### config.mk
export PLATFORM = sky130hd
export DESIGN_NAME = rv_boot_loader
export DESIGN_NICKNAME = d
export VERILOG_FILES = /design/src/rtl/rv_pkg.sv /design/src/rtl/rv_byte_packer.sv /design/src/rtl/rv_boot_loader.sv
export SDC_FILE = /design/constraint.sdc
export NUM_CORES = 1
export LEC_CHECK = 0
export ABC_CLOCK_PERIOD_IN_PS = 5900
export CAP_MARGIN = 30
export CORE_ASPECT_RATIO = 1.4
export CORE_MARGIN = 2
export CORE_UTILIZATION = 57
export DETAILED_ROUTE_END_ITERATION = 10
export PLACE_DENSITY_LB_ADDON = 0.3
export SKIP_LAST_GASP = 1
export SLEW_MARGIN = 20
export SYNTH_ARGS = -nofsm -noshare
export SYNTH_HDL_FRONTEND = slang
export SYNTH_SLANG_ARGS = --single-unit
### constraint.sdc
create_clock -name clk -period 5.9 [get_ports clk]
set_input_delay 0.59 -clock clk [delete_from_list [all_inputs] [get_ports clk]]
set_output_delay 0.59 -clock clk [all_outputs]
set_load 0.05 [all_outputs]
### src/rtl/rv_pkg.sv
// Shared types and constants for the rv boot loader and its byte packer.
package rv_pkg;

    localparam int unsigned BYTE_W          = 8;
    localparam int unsigned WORD_W          = 32;
    localparam int unsigned BOOT_HDR_BYTES  = 4;
    localparam int unsigned BOOT_WORD_BYTES = 4;

    typedef enum logic [2:0] {
        LEN,
        DATA,
        CSUM,
        DONE,
        ERR
    } boot_state_t;

endpackage

### src/rtl/rv_byte_packer.sv
// Assembles four stream bytes into a little-endian word; the word is presented
// combinationally in the same cycle as its fourth byte.
module rv_byte_packer
    import rv_pkg::*;
(
    input  logic              clk,
    input  logic              rst,
    input  logic              clear,
    input  logic              load,
    input  logic [BYTE_W-1:0] data,
    output logic              word_valid_c,
    output logic [WORD_W-1:0] word_c
);

    localparam int unsigned SH_W = (BOOT_WORD_BYTES - 1) * BYTE_W;

    logic [1:0]      cnt;
    logic [SH_W-1:0] shreg;

    // Newest byte enters at the top so the first byte ends up in bits [7:0]
    always_ff @(posedge clk or posedge rst) begin
        if (rst) begin
            cnt   <= 2'd0;
            shreg <= '0;
        end else if (clear) begin
            cnt   <= 2'd0;
            shreg <= '0;
        end else if (load) begin
            cnt   <= cnt + 2'd1;
            shreg <= {data, shreg[SH_W-1:BYTE_W]};
        end
    end

    assign word_valid_c = load && (cnt == 2'(BOOT_WORD_BYTES - 1));
    assign word_c       = {data, shreg};

endmodule

### src/rtl/rv_boot_loader.sv
// Loads a length-prefixed, XOR-checksummed byte stream into program memory
// and holds the rv core in reset until the image is written and verified.
module rv_boot_loader
    import rv_pkg::*;
#(
    parameter int unsigned ADDR_W    = 32,
    parameter int unsigned MAX_WORDS = 16384,
    parameter int unsigned BASE_WORD = 0
) (
    input  logic              clk,
    input  logic              rst,
    input  logic              in_valid,
    input  logic [BYTE_W-1:0] in_data,
    output logic              in_ready,
    output logic              mem_we,
    output logic [ADDR_W-1:0] mem_addr,
    output logic [WORD_W-1:0] mem_wdata,
    output logic              core_rst,
    output logic              done,
    output logic              error
);

    boot_state_t       state, state_n;
    logic [WORD_W-1:0] len, len_n, len_full;
    logic [1:0]        hdr_cnt, hdr_cnt_n;
    logic [WORD_W-1:0] word_idx, word_idx_n;
    logic [BYTE_W-1:0] csum, csum_n;
    logic              mem_we_n;
    logic [ADDR_W-1:0] mem_addr_n;
    logic [WORD_W-1:0] mem_wdata_n;
    logic              in_ready_n, done_n, error_n, core_rst_n;
    logic              xfer;
    logic              pack_load, pack_clear;
    logic              word_valid_c;
    logic [WORD_W-1:0] word_c;

    assign xfer       = in_valid && in_ready;
    assign pack_load  = xfer && (state == DATA);
    assign pack_clear = (state != DATA);

    rv_byte_packer u_packer (
        .clk          (clk),
        .rst          (rst),
        .clear        (pack_clear),
        .load         (pack_load),
        .data         (in_data),
        .word_valid_c (word_valid_c),
        .word_c       (word_c)
    );

    always_ff @(posedge clk or posedge rst) begin
        if (rst) begin
            state     <= LEN;
            len       <= '0;
            hdr_cnt   <= 2'd0;
            word_idx  <= '0;
            csum      <= '0;
            in_ready  <= 1'b1;
            mem_we    <= 1'b0;
            mem_addr  <= '0;
            mem_wdata <= '0;
            core_rst  <= 1'b1;
            done      <= 1'b0;
            error     <= 1'b0;
        end else begin
            state     <= state_n;
            len       <= len_n;
            hdr_cnt   <= hdr_cnt_n;
            word_idx  <= word_idx_n;
            csum      <= csum_n;
            in_ready  <= in_ready_n;
            mem_we    <= mem_we_n;
            mem_addr  <= mem_addr_n;
            mem_wdata <= mem_wdata_n;
            core_rst  <= core_rst_n;
            done      <= done_n;
            error     <= error_n;
        end
    end

    // Next-state, counters, checksum and write register
    always_comb begin
        state_n     = state;
        len_n       = len;
        hdr_cnt_n   = hdr_cnt;
        word_idx_n  = word_idx;
        csum_n      = csum;
        mem_we_n    = 1'b0;
        mem_addr_n  = mem_addr;
        mem_wdata_n = mem_wdata;
        len_full    = {in_data, len[WORD_W-1:BYTE_W]};

        case (state)
            LEN: begin
                if (xfer) begin
                    len_n     = len_full;
                    hdr_cnt_n = hdr_cnt + 2'd1;
                    if (hdr_cnt == 2'(BOOT_HDR_BYTES - 1)) begin
                        if (len_full > WORD_W'(MAX_WORDS))
                            state_n = ERR;
                        else if (len_full == '0)
                            state_n = CSUM;
                        else
                            state_n = DATA;
                    end
                end
            end
            DATA: begin
                if (xfer) begin
                    csum_n = csum ^ in_data;
                    if (word_valid_c) begin
                        mem_we_n    = 1'b1;
                        mem_addr_n  = ADDR_W'(BASE_WORD) + ADDR_W'(word_idx);
                        mem_wdata_n = word_c;
                        word_idx_n  = word_idx + WORD_W'(1);
                        if (word_idx == len - WORD_W'(1))
                            state_n = CSUM;
                    end
                end
            end
            CSUM: begin
                if (xfer)
                    state_n = (in_data == csum) ? DONE : ERR;
            end
            default: begin
            end
        endcase

        in_ready_n = (state_n == LEN) || (state_n == DATA) || (state_n == CSUM);
        done_n     = (state_n == DONE);
        error_n    = (state_n == ERR);
        core_rst_n = (state_n != DONE);
    end

endmodule

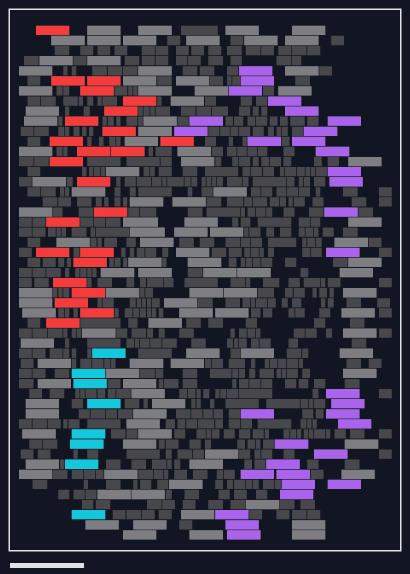
**Above:** register map, names as in the netlist.
Bar = 20 um.
| color | netlist name | placed flops |
|---|---|---|
| red | u_packer.shreg | 24 |
| cyan | csum | 8 |
| purple | word_idx | 32 |

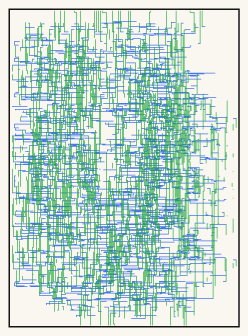
**Above:** metal layers overlaid.
Two of the layers only.
| color | layer | wire length |
|---|---|---|
| blue | met1 | 7580 um |
| green | met2 | 9460 um |

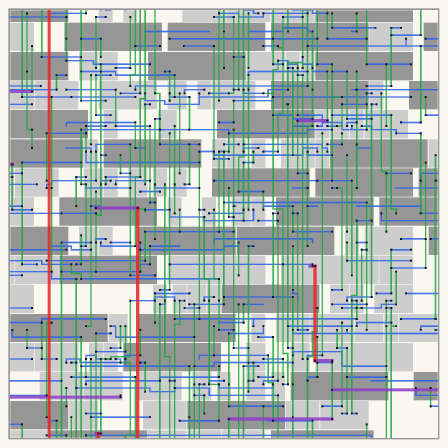
**Above:** layout detail.
Window x 6 to 46, y 89 to 129 um. Cells in gray, sequential cells in the stronger gray; small squares are vias.
| color | layer |
|---|---|
| red | met4 |
| green | met2 |
| purple | met3 |
| blue | met1 |
most frequent: nand2_1 (29), dfrtp_1 (28), a21oi_1 (17)
cells with their middle in the window: 107
sequential cells in the window: 28
netlist names of flops here include: u_packer.shreg (14), mem_wdata (10), hdr_cnt (2)

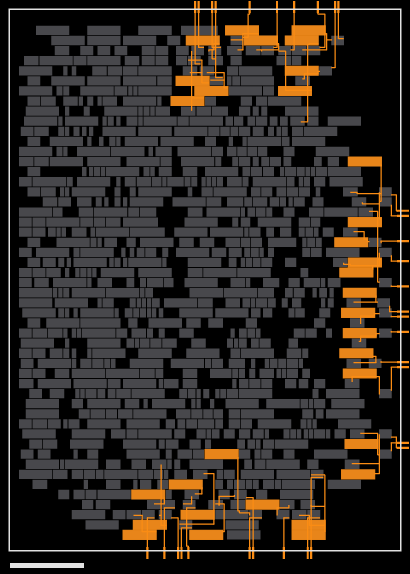
**Above:** I/O nets highlighted.
Bar = 20 um.
| color | port | bits | direction | edge | end cells | buffers | wire |
|---|---|---|---|---|---|---|---|
| orange | mem_addr | 32 | output | 12 right, 10 top, 10 bottom | 32 | 32 | 737 um |

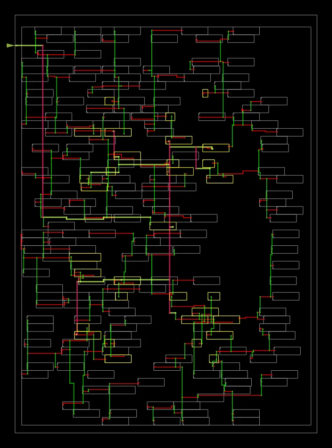
**Above:** the clock network.
# clk buffers: 17
CTS sink count: 172
registers: 172
Clock Skews: 0.01052 ns
cts bufs inserted: 17

==> flow_summary_export.csv <==
group,metric,value,unit
run_status,status,"complete, no violations",
final_timing,fmax,307.4,MHz
final_timing,period_used_share,0.5513,
critical_path,rrSetupSlack,2.69,ns
drt,detail-route-antenna-nets,0,
worst_hold_path,hold_class,"reg2reg",
yosys,edf_count,0,
yosys,floorplan.nets,744,
critical_path,path_delay_family,"simple AND/OR/NAND/NOR gates",
worst_hold_path,min_delay_worst_endpoint,"csum[7]$_DFFE_PP0P_",
drt,vias,5793,
layout,final.fill_count,993,
critical_path,setup.worst_path.end,"word_idx[29]$_DFFE_PP0P_",
layout,fin_cells,987,
cts,cts.clk_slew.worst_paths,0.07,ns
layout,area_delta_synth_final,18.46,%
final_timing,final_max_slew_viol_count,0,
placement,gp_congestion,0.8651,
yosys,flop_cell,"dfrtp_1",
critical_path,rr_startpoint,"len[8]$_DFFE_PP0P_",
yosys,synth-area-yosys,8162,um2
critical_path,crit_fanout,28,
floorplan,chipArea,15310,um2
floorplan,coreArea,13970,um2
cts,htree_num_levels,4,
final_timing,tightest_slew,0.7444,ns
layout,nMultiInputCombCells,504,
critical_path,crit_chain,"clkdlybuf4s50_1, and2_1, buf_4, and4_2, and3_1, nand3_1, nor3_1, and2_1, nand3_1, xnor2_1",
critical_path,crit_required,6.20,ns
final_timing,setup_violations,0,
layout,combGateArea,3630,um2
yosys,top_area_cell,"dfrtp_1",
power,power_density,242.2,nW/um2
layout,clock_area_frac,0.06147,
power,total_power,2.341,mW
critical_path,worst-path-buf-inv,2,
layout,final_layout_size_suffix_gt1_frac,0.1908,
final_timing,rsz0062_at_grt,"false",
yosys,synth_seq_share,0.5277,
layout,antenna_cells,0,
floorplan,pin_count,80,
yosys,common_cells,"dfrtp_1 (170), mux2_2 (96), nand2_1 (90)",
flow_run,warnings,26,
layout,seq_share,0.4455,
yosys,top_logic_kind,"simple AND/OR/NAND/NOR gates",
yosys,xor_share,0.08800,
yosys,compound_area_frac,0.06239,
final_timing,hold_violations,0,
drt,first_pass_iters,5,
yosys,simple_gate_area_frac,0.1536,
layout,nNonClkInverters,7,
yosys,ys_sh_adder,0.006132,
placement,post-place-ws,2.216,ns
yosys,syn-instance-count,729,
critical_path,slowest_delay,0.56,ns
yosys,async_flop_share,1.000,
floorplan,die_y,145.6,um
layout,fin_util,0.6918,
floorplan,nWellTaps,185,
final_timing,setup_slack,2.647,ns
yosys,synth_top_area_share,0.5212,
drt,drc,0,
placement,postPlaceCellArea,9062,um2
layout,n_all_buffers,87,
cts,tritoncts,"done",
flow_run,maxCapViolations,0,
yosys,avgSynthCellArea,11.20,um2
layout,largest_cell_class,"registers",
critical_path,cpMaxStageDelayCell,"and4_2",
placement,io_buffer_count,79,
final_timing,fin_hold_ws,0.4960,ns
power,peakVddDrop,0.0001767,V
cts,cts_setup_buffers,0,
yosys,top_cell,"dfrtp_1",
cts,root_buffer,"clkbuf_16",
layout,final_common_cell,"dfrtp_1",
yosys,area_leaders,"dfrtp_1 (52%), mux2_2 (13%), xnor2_1 (5.6%)",
yosys,yosys_warnings,0,
-- registers in the layout, indices dropped and copies added (netlist names) --
signal,cells
mem_we,1
mem_addr,32
hdr_cnt,2
mem_wdata,32
done,1
word_idx,32
len,32
u_packer.cnt,2
state,3
core_rst,1
error,1
in_ready,1
csum,8
u_packer.shreg,24
-- layer usage --
| metal | track usage | routed length [um] | vias to the layer above |
|---|---|---|---|
| met4 | 0.09000 | 473 | 0 |
| li1 | - | - | 2671 |
| met2 | 0.4377 | 9459 | 160 |
| met1 | 0.3178 | 7575 | 2925 |
| met3 | 0.03627 | 635 | 37 |
| met5 | 0 | 0 | - |
-- where the power goes --
group	total [mW]	internal (mW)	switching, mW
clock network	1.12	0.607	0.515
registers	1.18	1.18	0
logic	0.0406	0.0105	0.0301
total	2.34	1.80	0.545
No activity file was given, so power comes from the tool's default toggle rates.
